File: src/rtl/led_chase_ctrl_if.sv
// Control/status bundle for the LED chase sequencer.
// Optional duty input is present only when LED_CHASE_DIM_EN is defined.
interface led_chase_ctrl_if #(
  parameter int unsigned N     = 4,
  parameter int unsigned DIV_W = 24
);
  logic             start;
  logic             stop;
  logic             hold;
  logic [1:0]       mode;
  logic [DIV_W-1:0] div;
  logic [7:0]       cycles;
`ifdef LED_CHASE_DIM_EN
  logic [3:0]       duty;
`endif
  logic [N-1:0]     led;
  logic             busy;
  logic             step;
  logic             done;

`ifdef LED_CHASE_DIM_EN
  modport master (output start, stop, hold, mode, div, cycles, duty,
                  input  led, busy, step, done);
  modport slave  (input  start, stop, hold, mode, div, cycles, duty,
                  output led, busy, step, done);
`else
  modport master (output start, stop, hold, mode, div, cycles,
                  input  led, busy, step, done);
  modport slave  (input  start, stop, hold, mode, div, cycles,
                  output led, busy, step, done);
`endif
endinterface

File: src/rtl/led_chase_ctrl.sv
// One-hot LED chase ring sequencer: rotate right/left, bounce or hold,
// programmable step period, pass-count auto stop, start/stop control.
// Optional PWM dimming enabled by defining LED_CHASE_DIM_EN.
module led_chase_ctrl #(
  parameter int unsigned N     = 4,
  parameter int unsigned DIV_W = 24
) (
  input  logic                 clk,
  input  logic                 rst_n,
  led_chase_ctrl_if.slave      bus
);

  localparam int unsigned SIP_W = $clog2(2 * N);

  typedef enum logic {
    IDLE = 1'b0,
    RUN  = 1'b1
  } state_e;

  state_e           state_q, state_d;
  logic [N-1:0]     ring_q, ring_d;
  logic [N-1:0]     led_q, led_d;
  logic [DIV_W-1:0] pre_q, pre_d;
  logic [DIV_W-1:0] div_q, div_d;
  logic [7:0]       pass_q, pass_d;
  logic [7:0]       cycles_q, cycles_d;
  logic [SIP_W-1:0] sip_q, sip_d;
  logic [1:0]       mode_q, mode_d;
  logic             dir_q, dir_d;     // 1 = left (toward MSB)
  logic             busy_q, busy_d;
  logic             step_q, step_d;
  logic             done_q, done_d;

  logic [N-1:0]     rot_l, rot_r, next_ring;
  logic             next_dir;
  logic [SIP_W-1:0] pass_len;
  logic [SIP_W-1:0] sip_inc;
  logic [7:0]       pass_inc;

`ifdef LED_CHASE_DIM_EN
  logic [3:0] pwm_q, pwm_d;
`endif

  // Candidate next ring pattern and bounce direction for a step.
  always_comb begin
    rot_l     = {ring_q[N-2:0], ring_q[N-1]};
    rot_r     = {ring_q[0], ring_q[N-1:1]};
    next_ring = ring_q;
    next_dir  = dir_q;
    pass_len  = SIP_W'(N);
    case (mode_q)
      2'b00: next_ring = rot_r;
      2'b01: next_ring = rot_l;
      2'b10: begin
        next_ring = dir_q ? rot_l : rot_r;
        pass_len  = SIP_W'(2 * (N - 1));
        if (next_ring[N-1])  next_dir = 1'b0;
        else if (next_ring[0]) next_dir = 1'b1;
      end
      default: next_ring = ring_q;
    endcase
    sip_inc  = sip_q + SIP_W'(1);
    pass_inc = pass_q + 8'd1;
  end

  // Next-state, counters and output pulses.
  always_comb begin
    state_d  = state_q;
    ring_d   = ring_q;
    pre_d    = pre_q;
    div_d    = div_q;
    pass_d   = pass_q;
    cycles_d = cycles_q;
    sip_d    = sip_q;
    mode_d   = mode_q;
    dir_d    = dir_q;
    step_d   = 1'b0;
    done_d   = 1'b0;
    case (state_q)
      IDLE: begin
        if (bus.start && !bus.stop) begin
          state_d  = RUN;
          mode_d   = bus.mode;
          div_d    = bus.div;
          cycles_d = bus.cycles;
          ring_d   = N'(1);
          pre_d    = '0;
          pass_d   = '0;
          sip_d    = '0;
          dir_d    = 1'b1;
        end
      end
      default: begin
        if (bus.stop) begin
          // Abort wins over any step or completion on this edge.
          state_d = IDLE;
        end else if (!bus.hold) begin
          if (pre_q == div_q) begin
            pre_d  = '0;
            ring_d = next_ring;
            dir_d  = next_dir;
            step_d = 1'b1;
            if (sip_inc == pass_len) begin
              sip_d  = '0;
              pass_d = pass_inc;
              if ((cycles_q != 8'd0) && (pass_inc == cycles_q)) begin
                state_d = IDLE;
                done_d  = 1'b1;
              end
            end else begin
              sip_d = sip_inc;
            end
          end else begin
            pre_d = pre_q + DIV_W'(1);
          end
        end
      end
    endcase
    busy_d = (state_d == RUN);
  end

`ifdef LED_CHASE_DIM_EN
  // Free-running PWM gate applied only to the pin-level pattern.
  always_comb begin
    pwm_d = pwm_q + 4'd1;
    led_d = ring_d & {N{pwm_d < bus.duty}};
  end
`else
  // Pin-level pattern is the ring itself.
  always_comb begin
    led_d = ring_d;
  end
`endif

  // State and datapath registers, synchronous active-low reset.
  always_ff @(posedge clk) begin
    if (!rst_n) begin
      state_q  <= IDLE;
      ring_q   <= N'(1);
      led_q    <= N'(1);
      pre_q    <= '0;
      div_q    <= '0;
      pass_q   <= '0;
      cycles_q <= '0;
      sip_q    <= '0;
      mode_q   <= '0;
      dir_q    <= 1'b1;
      busy_q   <= 1'b0;
      step_q   <= 1'b0;
      done_q   <= 1'b0;
    end else begin
      state_q  <= state_d;
      ring_q   <= ring_d;
      led_q    <= led_d;
      pre_q    <= pre_d;
      div_q    <= div_d;
      pass_q   <= pass_d;
      cycles_q <= cycles_d;
      sip_q    <= sip_d;
      mode_q   <= mode_d;
      dir_q    <= dir_d;
      busy_q   <= busy_d;
      step_q   <= step_d;
      done_q   <= done_d;
    end
  end

`ifdef LED_CHASE_DIM_EN
  // PWM counter runs in every state.
  always_ff @(posedge clk) begin
    if (!rst_n) pwm_q <= '0;
    else        pwm_q <= pwm_d;
  end
`endif

  assign bus.led  = led_q;
  assign bus.busy = busy_q;
  assign bus.step = step_q;
  assign bus.done = done_q;

endmodule

File: src/flat_wrapper.sv
// flat-port wrapper written by rule: the top's interface ports become plain ports
module led_chase_ctrl_flat 
#(
  parameter int unsigned N     = 4,
  parameter int unsigned DIV_W = 24
)
  (clk, rst_n, bus_start, bus_stop, bus_hold, bus_mode, bus_div, bus_cycles, bus_led, bus_busy, bus_step, bus_done);
  led_chase_ctrl_if #(.N(N), .DIV_W(DIV_W)) bus_i ();
  input  logic clk;
  input  logic rst_n;
  input wire logic [$bits(bus_i.start)-1:0] bus_start;
  input wire logic [$bits(bus_i.stop)-1:0] bus_stop;
  input wire logic [$bits(bus_i.hold)-1:0] bus_hold;
  input wire logic [$bits(bus_i.mode)-1:0] bus_mode;
  input wire logic [$bits(bus_i.div)-1:0] bus_div;
  input wire logic [$bits(bus_i.cycles)-1:0] bus_cycles;
  output wire logic [$bits(bus_i.led)-1:0] bus_led;
  output wire logic [$bits(bus_i.busy)-1:0] bus_busy;
  output wire logic [$bits(bus_i.step)-1:0] bus_step;
  output wire logic [$bits(bus_i.done)-1:0] bus_done;
  assign bus_i.start = bus_start;
  assign bus_i.stop = bus_stop;
  assign bus_i.hold = bus_hold;
  assign bus_i.mode = bus_mode;
  assign bus_i.div = bus_div;
  assign bus_i.cycles = bus_cycles;
  assign bus_led = bus_i.led;
  assign bus_busy = bus_i.busy;
  assign bus_step = bus_i.step;
  assign bus_done = bus_i.done;
  led_chase_ctrl #(.N(N), .DIV_W(DIV_W)) u_core (.clk(clk), .rst_n(rst_n), .bus(bus_i));
endmodule
File: config.mk
export PLATFORM = sky130hd
export DESIGN_NAME = led_chase_ctrl_flat
export DESIGN_NICKNAME = d
export VERILOG_FILES = /design/src/rtl/led_chase_ctrl_if.sv /design/src/rtl/led_chase_ctrl.sv /design/src/flat_wrapper.sv
export SDC_FILE = /design/constraint.sdc
export NUM_CORES = 1
export LEC_CHECK = 0
export ABC_AREA = 1
export CAP_MARGIN = 20
export CORE_MARGIN = 8
export CORE_UTILIZATION = 61
export DETAILED_ROUTE_END_ITERATION = 10
export GPL_TIMING_DRIVEN = 0
export PLACE_DENSITY = 0.95
export SLEW_MARGIN = 15
export SYNTH_ARGS = -nofsm -noshare
export SYNTH_HDL_FRONTEND = slang
export SYNTH_SLANG_ARGS = --single-unit
export TNS_END_PERCENT = 100
File: constraint.sdc
create_clock -name clk -period 2.3 [get_ports clk]
set_clock_uncertainty 0.05 [all_clocks]
set_input_delay 0.345 -clock clk [delete_from_list [all_inputs] [get_ports clk]]
set_output_delay 0.345 -clock clk [all_outputs]
set_load 0.005 [all_outputs]
### Power grid

The bar under the picture is 20 um long. Pins as bars on the die edge. Tap cells in gray.
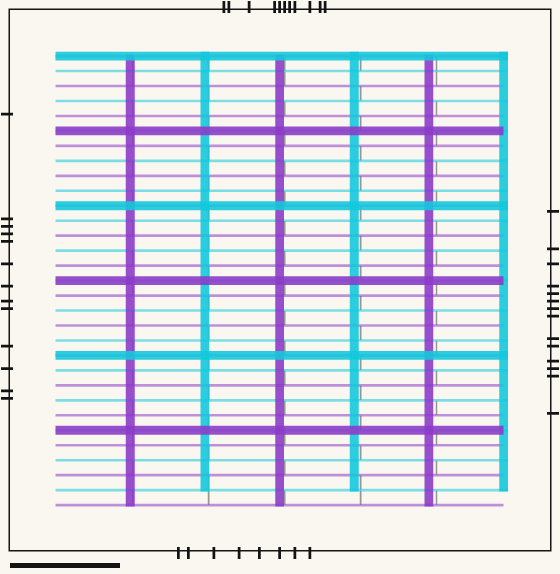
Purple stands for VSS. Cyan stands for VDD.
6 straps on met5. The core has 30 rows.
Max rail drop VDD: 568 uV
die height: 98.1 um
core footprint: 0.00664 mm2
Die X-Extent: 98.1 um

### Placement density heat map

The bar under the picture is 20 um long. 10 x 10 tiles, from white (low) to dark blue (high), 0 to 100% covered.
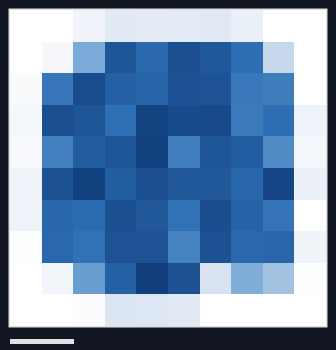
43% of the tiles are over 75% full. The mean over all tiles is 50%. The densest ninth of the die: center. 18% of the tiles are nearly empty.

### Sequential cells grouped by signal name

The bar under the picture is 20 um long.
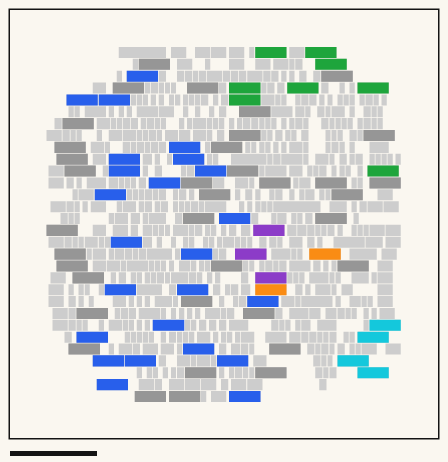
Cyan stands for u_core.ring_q, sequential cells 4, where south-east. Green stands for u_core.cycles_q, sequential cells 8. Orange stands for u_core.mode_q, sequential cells 2. Blue stands for u_core.pre_q, sequential cells 24. Purple stands for u_core.sip_q, sequential cells 3.
Another 36 sequential cells are not colored.
share of cell area taken by flip-flops and latches: 0.316
Post-Route Utilization: 0.734
total sequential power: 1.45 mW

### Cell outlines without signal wires

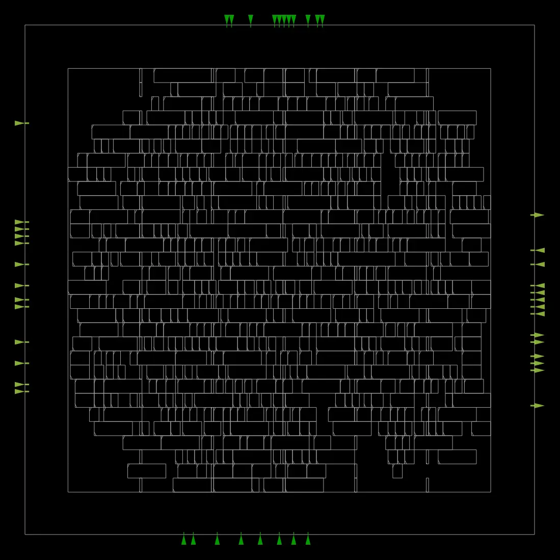
Cell Count, Final, Fillers Out: 738
filler cell count in the final layout: 524

### Nets reached from selected ports

The bar under the picture is 20 um long.
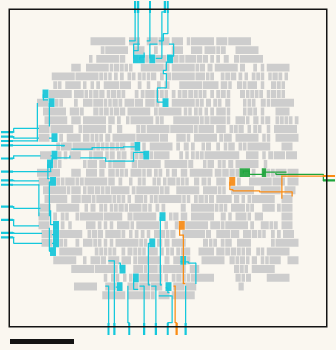
Green stands for bus_hold, bits 1, direction input, edge east, end cells 3, buffers 1, wire 33.3 um. Cyan stands for bus_div, bits 24, direction input, edge 12 west, 7 south, 5 north, end cells 24, buffers 24, wire 509 um. Orange stands for bus_mode, bits 2, direction input, edge 1 south, 1 east, end cells 2, buffers 2, wire 76.7 um.

==> impl_metrics.yaml <==
# yosys + openroad results
final_timing:
  final_period_minus_worst_setup_slack_ns: 2.00
  remaining_max_slew_budget_at_the_tightest_pin: 0.622
  setup-violations-final: 0
setup_path:
  data_arrival_time_of_the_critical_path_ns: 2.20
  critical_path_depth: 10
  crit_buf_inv: 1
  worstPathMaxFanout: 8
layout:
  area.growth.synth_to_final_pct: 18.5
  count_of_inserted_antenna_diode_cells: 0
global_routing:
  grt.total_usage: 0.219
  grt_overflow: 0
  global_route.usage.met2: 0.388
  met3_usage: 0.0605
yosys:
  postSynthAreaPerCell_um2: 6.88
  post_synth_inst_count: 598
  synth_warnings: 0
  synthFlopType: "sky130_fd_sc_hd__dfxtp_1"
drt:
  detail_route.wl_per_cell_um: 14.1
  drt_drc_violations_left: 0
  routed_vias: 4018
clock_network:
  total_clock_buffers_created_by_cts: 9
  htreeDepth: 3
  cts_setup_buffers: 0
floorplanning:
  pin_count: 46
status:
  run_status: "finished, final reports clean"
pwr:
  power.leakage_nw: 2.12
## per-stage QoR
step | worst slack (ns) | std cells | power [mW] | hold slack (ns)
after floorplan | 0.636 | 598 | 1.77 | 0.386
after global placement | 0.0838 | 723 | 1.93 | 0.405
after detailed placement | 0.0829 | 723 | 1.95 | 0.413
after CTS | 0.301 | 738 | 3.04 | 0.423
after global routing | 0.0744 | 738 | 3.17 | 0.433
final | 0.299 | 738 | 3.05 | 0.428
## Yosys cell counts (all sizes together), types with 4 or more instances
| master | number |
|---|---|
| a21oi | 31 |
| nand3 | 27 |
| xnor2 | 4 |
| o21ai | 51 |
| xor2 | 28 |
| buf | 6 |
| nor2 | 121 |
| nand2 | 121 |
| clkbuf | 11 |
| nand4 | 4 |
| nor3 | 17 |
| inv | 75 |
| dfxtp | 77 |
| ha | 6 |
## sequential cells by signal, indices dropped and copies added (netlist names)
signal,flops
u_core.bus.done,1
u_core.bus.step,1
u_core.cycles_q,8
u_core.dir_q,1
u_core.div_q,24
u_core.mode_q,2
u_core.pass_q,8
u_core.pre_q,24
u_core.ring_q,4
u_core.sip_q,3
u_core.state_q,1
## routing by layer
metal  share of wire  up-vias
met1            0.40     1838
met3           0.079       23
met2            0.50      157
li1                -     2000
met5               0        -
met4           0.019        0
## layout make-up
type,count,area [um2]
multi-input combinational,429,2210
fill,524,1770
sequential,77,1540
timing repair buffer,45,450
inverter,75,282
clock buffer,10,138
tap,80,100
buffer,17,81.3
clock inverter,5,75.1
## power breakdown
group | total [mW] | switching, mW | internal [mW]
Clock | 1.13 | 0.496 | 0.629
Sequential | 1.45 | 0.0549 | 1.40
Combinational | 0.469 | 0.267 | 0.203
Total | 3.05 | 0.818 | 2.23
## cell families (layout without fill, tap and decap cells)
family,count (synthesis),in the layout,synth area share
xor gates and xnor gates,33,33,0.0736
buffers and inverters,92,152,0.0882
and+or+nand+nor,300,300,0.331
DFF,77,77,0.375
adders and majority gates,6,6,0.0182
AOI/OAI and AO/OA,90,90,0.114
## worst register-to-register path: stages, from the launching register on
cell	delay, ns
sky130_fd_sc_hd__dfxtp_1	0.56
sky130_fd_sc_hd__inv_2	0.16
sky130_fd_sc_hd__nor2_4	0.17
sky130_fd_sc_hd__nand2_4	0.08
sky130_fd_sc_hd__nand2_8	0.10
sky130_fd_sc_hd__nand2_4	0.09
sky130_fd_sc_hd__nor3_4	0.18
sky130_fd_sc_hd__nand3b_2	0.14
sky130_fd_sc_hd__nor2_1	0.14
sky130_fd_sc_hd__xor2_1	0.17
sky130_fd_sc_hd__nor2_1	0.05
## layout by cell type (no fill, tap or decap), drive strengths merged
cell           Yosys  layout
a211oi             2       2
a21o               1       1
a21oi             31      31
a31oi              2       2
buf                6       6
bufinv             0       2
clkbuf            11      21
clkdlybuf4s50      0      45
clkinv             0       3
dfxtp             77      77
ha                 6       6
inv               75      75
nand2            121     121
nand3             27      27
nand3b             3       3
nand4              4       4
nor2             121     121
nor3              17      17
nor3b              3       3
nor4               3       3
o2111ai            1       1
o211ai             2       2
o21ai             51      51
or2                1       1
xnor2              4       4
xnor3              1       1
xor2              28      28
Power and IR drop assume default switching activity.
